File: config.mk
export PLATFORM = sky130hd
export DESIGN_NAME = x0_handshake
export DESIGN_NICKNAME = d
export VERILOG_FILES = /design/src/rtl/x0_handshake.sv
export SDC_FILE = /design/constraint.sdc
export NUM_CORES = 1
export LEC_CHECK = 0
export CAP_MARGIN = 20
export CELL_PAD_IN_SITES_DETAIL_PLACEMENT = 0
export CELL_PAD_IN_SITES_GLOBAL_PLACEMENT = 1
export CORE_MARGIN = 3
export CORE_UTILIZATION = 38
export DETAILED_ROUTE_END_ITERATION = 10
export PLACE_DENSITY_LB_ADDON = 0.08
export SKIP_LAST_GASP = 1
export SLEW_MARGIN = 20
export SYNTH_ARGS = -nofsm -noshare
export SYNTH_HDL_FRONTEND = slang
export SYNTH_SLANG_ARGS = --single-unit
File: constraint.sdc
create_clock -name clk -period 2.4 [get_ports clk]
set_clock_uncertainty 0.1 [all_clocks]
set_input_delay 0.48 -clock clk [delete_from_list [all_inputs] [get_ports clk]]
set_output_delay 0.48 -clock clk [all_outputs]
set_load 0.02 [all_outputs]
File: src/rtl/x0_handshake.sv
// Control sequencer for the X0 transfer channel: four return-to-zero ack
// handshakes, then hold Dt until senack, pulse Cclear, and return to idle.
module x0_handshake #(
  parameter int SYNC_STAGES = 2
) (
  input  logic clk,
  input  logic reset,
  input  logic ack,
  input  logic X0,
  input  logic senack,
  output logic A,
  output logic B,
  output logic C,
  output logic Cclear,
  output logic Dt,
  output logic bit0,
  output logic bit1
);

  // One-hot codes so every output is a single state flop: no logic between the
  // register and the pin, and mutual exclusion holds by construction.
  typedef enum logic [3:0] {
    IDLE    = 4'b0000,
    WAIT_HI = 4'b0001,
    WAIT_LO = 4'b0010,
    DONE    = 4'b0100,
    CLEAR   = 4'b1000
  } state_t;

  state_t                 state;
  logic [1:0]             idx;
  logic [SYNC_STAGES-1:0] ack_q;
  logic [SYNC_STAGES-1:0] x0_q;
  logic [SYNC_STAGES-1:0] senack_q;
  logic                   ack_s;
  logic                   x0_s;
  logic                   senack_s;

  // NOTE: sequential state uses non-blocking assignments so every flop samples
  // the pre-edge value of its neighbours; blocking here would collapse the chain.
  always_ff @(posedge clk or posedge reset) begin
    if (reset) begin
      ack_q    <= '0;
      x0_q     <= '0;
      senack_q <= '0;
    end else begin
      ack_q    <= {ack_q[SYNC_STAGES-2:0], ack};
      x0_q     <= {x0_q[SYNC_STAGES-2:0], X0};
      senack_q <= {senack_q[SYNC_STAGES-2:0], senack};
    end
  end

  assign ack_s    = ack_q[SYNC_STAGES-1];
  assign x0_s     = x0_q[SYNC_STAGES-1];
  assign senack_s = senack_q[SYNC_STAGES-1];

  always_ff @(posedge clk or posedge reset) begin
    if (reset) begin
      state <= IDLE;
      idx   <= 2'd0;
    end else begin
      case (state)
        IDLE: begin
          // A lingering senack from the previous transfer blocks a restart.
          if (x0_s && !senack_s) begin
            state <= WAIT_HI;
            idx   <= 2'd0;
          end
        end
        WAIT_HI: begin
          if (ack_s) state <= WAIT_LO;
        end
        WAIT_LO: begin
          if (!ack_s) begin
            if (idx == 2'd3) begin
              state <= DONE;
            end else begin
              idx   <= idx + 2'd1;
              state <= WAIT_HI;
            end
          end
        end
        DONE: begin
          if (senack_s) state <= CLEAR;
        end
        CLEAR: begin
          state <= IDLE;
          idx   <= 2'd0;
        end
        default: begin
          state <= IDLE;
          idx   <= 2'd0;
        end
      endcase
    end
  end

  assign A      = state[0];
  assign B      = state[1];
  assign C      = state[2];
  assign Dt     = state[2];
  assign Cclear = state[3];
  assign bit0   = idx[0];
  assign bit1   = idx[1];

endmodule

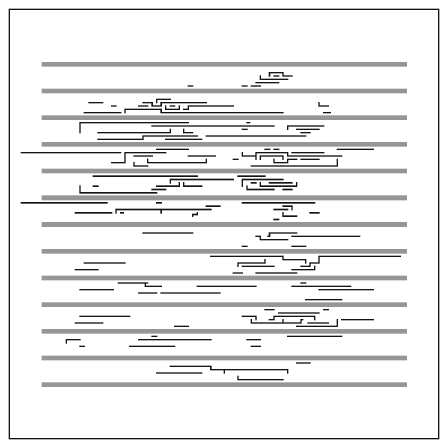
(images/m1.png)
Supply wires on this layer in gray.
- share of all routed wire: 45%
- nets with wire on the layer: 57
- main direction: horizontal
total detailed-routing wirelength: 1030 µm
total via count in the routed design: 405
GR Layer Usage met1: 16.0%

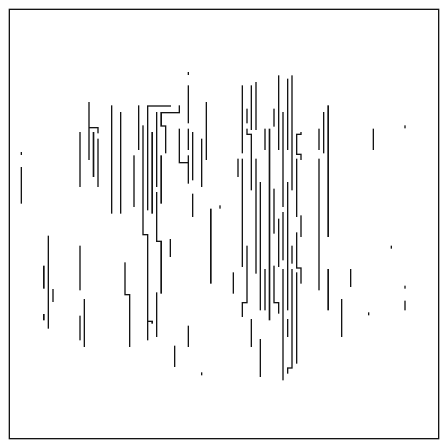
(images/m2.png)
- share of all routed wire: 47%
- main direction: vertical
- wire length on this layer: 482 µm

==> impl_table.tex <==
% Auto-generated results table
\begin{tabular}{lr}
\hline
Metric & Value \\
\hline
\multicolumn{2}{l}{\textbf{Status}} \\
\quad Result of the run & finished clean \\
\multicolumn{2}{l}{\textbf{STA}} \\
\quad Setup repair after global routing missed its margin & false \\
\quad Share of the clock period used by the worst path after layout & 84.7\% \\
\quad Worst slew pin tran & 0.440 ns \\
\quad Headroom to the max-slew limit & 70.6\% \\
\quad Accumulated negative setup slack & 0 ns \\
\quad Slew Viols, Final & 0 \\
\quad Finish-stage setup viols & 0 \\
\multicolumn{2}{l}{\textbf{Synthesis}} \\
\quad Number of library cell types mapped by synthesis & 22 \\
\quad Mapped Nets & 55 \\
\quad Fraction of the mapped netlist area in simple logic gates & 19.1\% \\
\quad Share of synthesized area occupied by flip-flops and latches & 55.8\% \\
\quad Ranking of synthesized cells by area & dfrtp\_1 56\%, nand2b\_1 3.5\%, a22o\_1 3.3\% \\
\quad Share of flip-flops with an asynchronous set or reset after synthesis & 100\% \\
\quad Ys cells & 49 \\
\quad Dominant cell type by area after synthesis & dfrtp\_1 \\
\quad Most instantiated library cell after synthesis & dfrtp\_1 \\
\quad Area fraction in mux cells & 0\% \\
\quad Fa+ha+maj area frac & 2.33\% \\
\quad Most instantiated flip-flop cell in the synthesis netlist & dfrtp\_1 \\
\quad Summed instance area of the synthesized netlist & 538 µm² \\
\quad Post-synthesis average cell area & 11.0 µm² \\
\quad Dominant non-sequential cell family after synthesis & simple AND/OR/NAND/NOR gates \\
\multicolumn{2}{l}{\textbf{Critical path}} \\
\quad Depth of the critical timing path with buffers and inverters included & 1 \\
\quad Signal arrival time at the worst endpoint & 1.45 ns \\
\quad Type of the worst setup path & reg2out \\
\quad Crit path launch type & register \\
\quad Highest-delay cell along the critical path & clkdlybuf4s50\_1 \\
\quad First element of the critical path & state[2] \\
\quad FF-to-FF setup slack & 0.72 ns \\
\quad Nature of the critical path endpoint & primary output \\
\quad Worst-path fanout max & 10 \\
\quad Depth of the most critical reg-to-reg path & 5 \\
\quad Number of buffers and inverters on the critical path & 1 \\
\multicolumn{2}{l}{\textbf{Floorplanning}} \\
\quad Core Rows & 12 \\
\quad Initial core utilization & 44.2\% \\
\quad Die X-Extent & 43.6 µm \\
\quad Die footprint & 1900 µm² \\
\quad IO Count & 12 \\
\quad Die height & 43.6 µm \\
\quad Core area & 1220 µm² \\
\multicolumn{2}{l}{\textbf{Final layout}} \\
\quad Area Overhead vs Synth & 27.0\% \\
\quad Top cell excl fill/tap & dfrtp\_1 \\
\quad Comb\_multi\_in & 32 \\
\quad Most used cells in the layout excluding fill and tap cells & 12 x dfrtp\_1, 11 x clkdlybuf4s50\_1, 4 x nor2\_1, 4 x nand2\_1 \\
\quad Non-clock inverter instance count of the final layout & 3 \\
\quad Clock-cell share of area & 5.31\% \\
\quad Inserted Diodes & 0 \\
\quad Final Non-Filler Cells & 76 \\
\quad Final core occ & 56.2\% \\
\quad Number of sequential cells & 12 \\
\multicolumn{2}{l}{\textbf{Power}} \\
\quad Share of total power in combinational logic & 36.1\% \\
\quad Biggest power consumer among the groups & sequential cells \\
\quad Switching share of power & 34.0\% \\
\quad Power spent charging and discharging nets & 231 µW \\
\quad Max IR drop VDD & 0.425 mV \\
\quad Power Internal & 448 µW \\
\quad Power Combinational & 245 µW \\
\quad Total sequential power & 272 µW \\
\multicolumn{2}{l}{\textbf{Clocking}} \\
\quad Clk sink count & 12 \\
\quad Clock tree buffer depth & 2 \\
\quad Cell at the root of the clock tree & clkbuf\_4 \\
\quad Depth of the CTS H-tree & 1 \\
\quad Number of cells upsized or downsized after cts & 0 \\
\quad Number of clock buffers inserted by TritonCTS & 3 \\
\quad Post-CTS Setup Repair Bufs & 0 \\
\multicolumn{2}{l}{\textbf{GRT}} \\
\quad Leftover overflow at the end of global routing & 0 \\
\quad First-pass GRT wire length & 1750 µm \\
\quad Number of antenna violations at the first check in global routing & 0 \\
\quad Via count of the first global-routing pass & 414 \\
\quad Global-route usage over all layers & 12.6\% \\
\multicolumn{2}{l}{\textbf{Job}} \\
\quad Number of OpenROAD warnings & 26 \\
\quad Number of max-cap violations & 0 \\
\multicolumn{2}{l}{\textbf{Drt}} \\
\quad Met3 WL post-DR & 57 µm \\
\quad DRC violations left & 0 \\
\quad Mean number of vias per cell & 5.33 \\
\quad Number of DRC violations after detailed-routing iteration 0 & 5 \\
\multicolumn{2}{l}{\textbf{Worst hold path}} \\
\quad Startpoint of the worst hold path & x0\_q[0] \\
\quad Hold path cells & 0 \\
\multicolumn{2}{l}{\textbf{Placed design}} \\
\quad I/O Buffers & 11 \\
\quad Weighted congestion at the end of routability-driven global placement & 0.769 \\
\hline
\end{tabular}
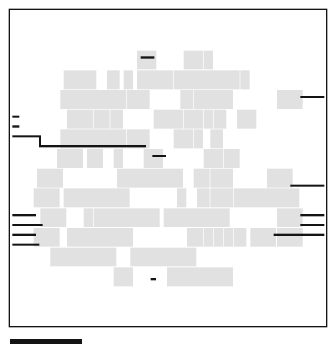
(images/m3.png)
The bar under the picture is 10 µm long. Cells faint in the background.
- wire length on this layer: 57.6 µm
- share of all routed wire: 5.6%
- longest straight run: 14.5 µm
- main direction: horizontal
met3 track demand over resource in global routing: 2.49%

No activity file was given, so power comes from the tool's default toggle rates.
